==> config.mk <==
export PLATFORM = sky130hd
export DESIGN_NAME = merger_lane_buffer
export DESIGN_NICKNAME = d
export VERILOG_FILES = /design/src/rtl/merger_lane_buffer.sv
export SDC_FILE = /design/constraint.sdc
export NUM_CORES = 1
export LEC_CHECK = 0
export CORE_MARGIN = 5
export CORE_UTILIZATION = 55
export CTS_BUF_LIST = sky130_fd_sc_hd__clkbuf_16
export DETAILED_ROUTE_END_ITERATION = 10
export MAX_ROUTING_LAYER = met4
export PLACE_DENSITY = 0.9
export SLEW_MARGIN = 10
export SYNTH_ARGS = -nofsm -noshare
export SYNTH_HDL_FRONTEND = slang
export SYNTH_SLANG_ARGS = --single-unit
==> constraint.sdc <==
create_clock -name clock -period 8.3 [get_ports clock]
set_input_delay 1.66 -clock clock [delete_from_list [all_inputs] [get_ports clock]]
set_output_delay 1.66 -clock clock [all_outputs]
set_load 0.005 [all_outputs]
Met2 routing:
Scale: 3 px per um.
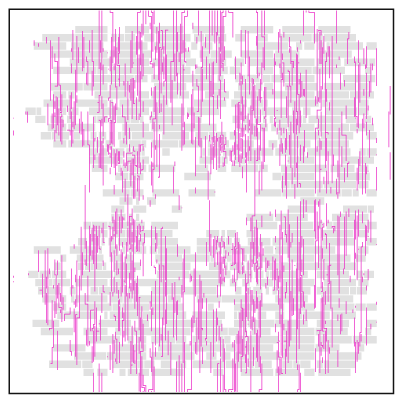
- nets with wire on the layer: 591
- wire length on this layer: 7,550 um
- longest straight run: 49.0 um
- main direction: vertical
- share of all routed wire: 54%
overall via count from detail_route: 4,239
overall routed net length: 14,000 um
GR Util met2: 0.331

Close-up of the layout:
Window x 86 to 106, y 86 to 106 um. Cells in grey, sequential cells in the stronger grey; small squares are vias.
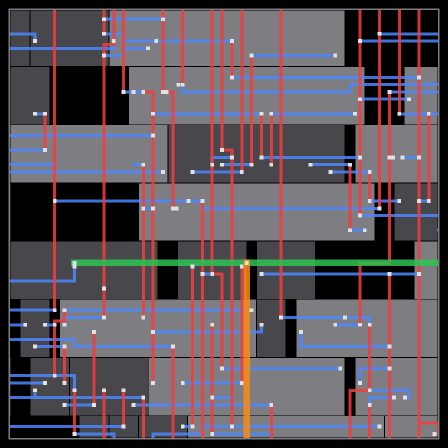
- green: met3
- red: met2
- blue: met1
- orange: met4
- cells with their middle in the window: 18
- most frequent: edfxtp_1 (4), dfrtp_1 (3)
- sequential cells in the window: 7

Routed metal, one colour a layer:
Scale: 4 px per um. Only two layers are drawn.
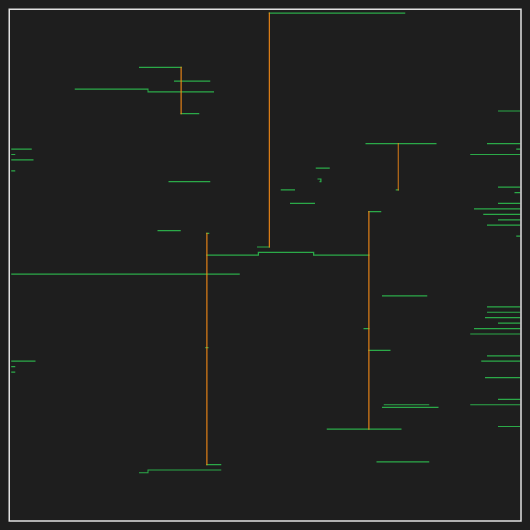
- green: met3 (wire length 536 um)
- orange: met4 (wire length 194 um)
detailed-route wire length per cell: 18.1 um
global-route total usage across every layer: 0.191

Clock wiring as the flow saved it:
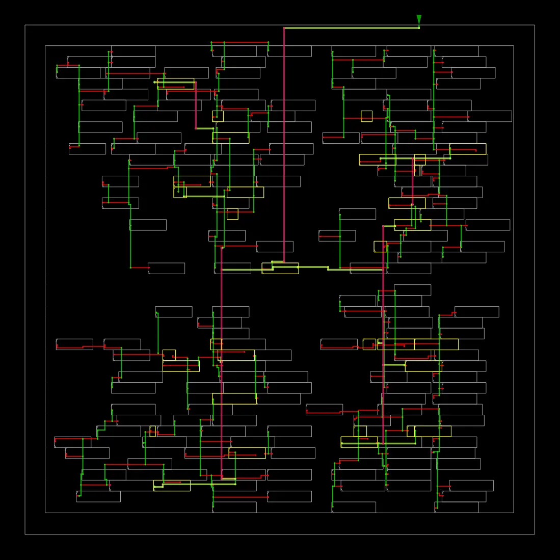
Late-Pin Clk Latency: 0.42 ns
Power Clock: 0.760 mW
Inserted Clock Buffers: 17
total number of sequential cells: 165
CTS sink cnt: 165

==> Implementation_results.wiki <==
== Metrics ==
{| class="wikitable"
! Metric !! Value
|-
| Inst Count DP || 737
|-
| Sw power || 1.08 mW
|-
| GR met1 Demand/Resource || 0.223
|-
| Number of placement rows || ~43
|-
| Top area cell types || sky130_fd_sc_hd__edfxtp_1 (51%), sky130_fd_sc_hd__dfrtp_1 (12%), sky130_fd_sc_hd__mux4_2 (9.5%)
|-
| Top cell type by instance count after synthesis || sky130_fd_sc_hd__edfxtp_1
|-
| Actual transition at the worst max-transition pin || 0.925 ns
|-
| Die Span X || between 100 and 150 um
|-
| First-pass GRT wire length || roughly 23,000 um
|-
| Mean instance size in the synthesized netlist || ~16 um2
|-
| Level count of the clock H-tree || 4
|-
| Combinational Area || 2610 um2
|-
| Status || finished clean
|-
| Fraction of layout instances using a drive strength above 1 || 0.136
|-
| Kind of critical path || in2reg
|-
| Layout Skew || ~0.0074 ns
|-
| Cell kind with the greatest summed area || flip-flops and latches
|-
| Detailed placer's ending HPWL || ~9600 um
|-
| Hold Path Depth || 1
|-
| Buffer count excluding the clock tree in the final layout || 86
|-
| Clock transition at path regs || roughly 0.060 ns
|-
| Post-CTS Setup Bufs || 0
|-
| Power group with the largest share || combinational cells
|-
| Post-route clock period utilization || 0.494
|-
| Worst reg-to-reg setup slack || about 5.0 ns
|-
| Cell chosen for the clock root || sky130_fd_sc_hd__clkbuf_16
|-
| Post-route antenna net violation count || 0
|-
| Global-route layer with the greatest usage || met2
|-
| Antenna diode count || 0
|-
| Largest area contributor in the netlist || sky130_fd_sc_hd__edfxtp_1
|-
| Share of final layout cell area taken by clock buffers and inverters || 0.0630
|-
| Max-cap violations || 0
|-
| Power per cell area || 363 nW/um2
|-
| Maximum number of pins on one net before global-route repair || 38
|-
| Number of nets in the layout || 662
|-
| Number of non-clock inverters || roughly 40
|}
==> worst max-delay path, stage by stage <==
cell	delay, ns
sky130_fd_sc_hd__clkdlybuf4s50_1	0.48
sky130_fd_sc_hd__nor2b_1	0.31
sky130_fd_sc_hd__ha_1	0.25
sky130_fd_sc_hd__inv_1	0.07
sky130_fd_sc_hd__fa_1	0.37
sky130_fd_sc_hd__xor2_1	0.17
sky130_fd_sc_hd__o21ai_0	0.42
sky130_fd_sc_hd__a21oi_1	0.14
sky130_fd_sc_hd__or4_1	0.52
==> through the flow <==
| stage | hold slack, ns | worst slack (ns) |
|---|---|---|
| final | 0.549 | 4.20 |
| after global routing | 0.576 | 4.04 |
| after CTS | 0.554 | 4.17 |
| after detailed placement | 0.540 | 3.85 |
| after global placement | 0.528 | 3.93 |
| after floorplan | 0.512 | 4.52 |
Power and IR drop assume default switching activity.
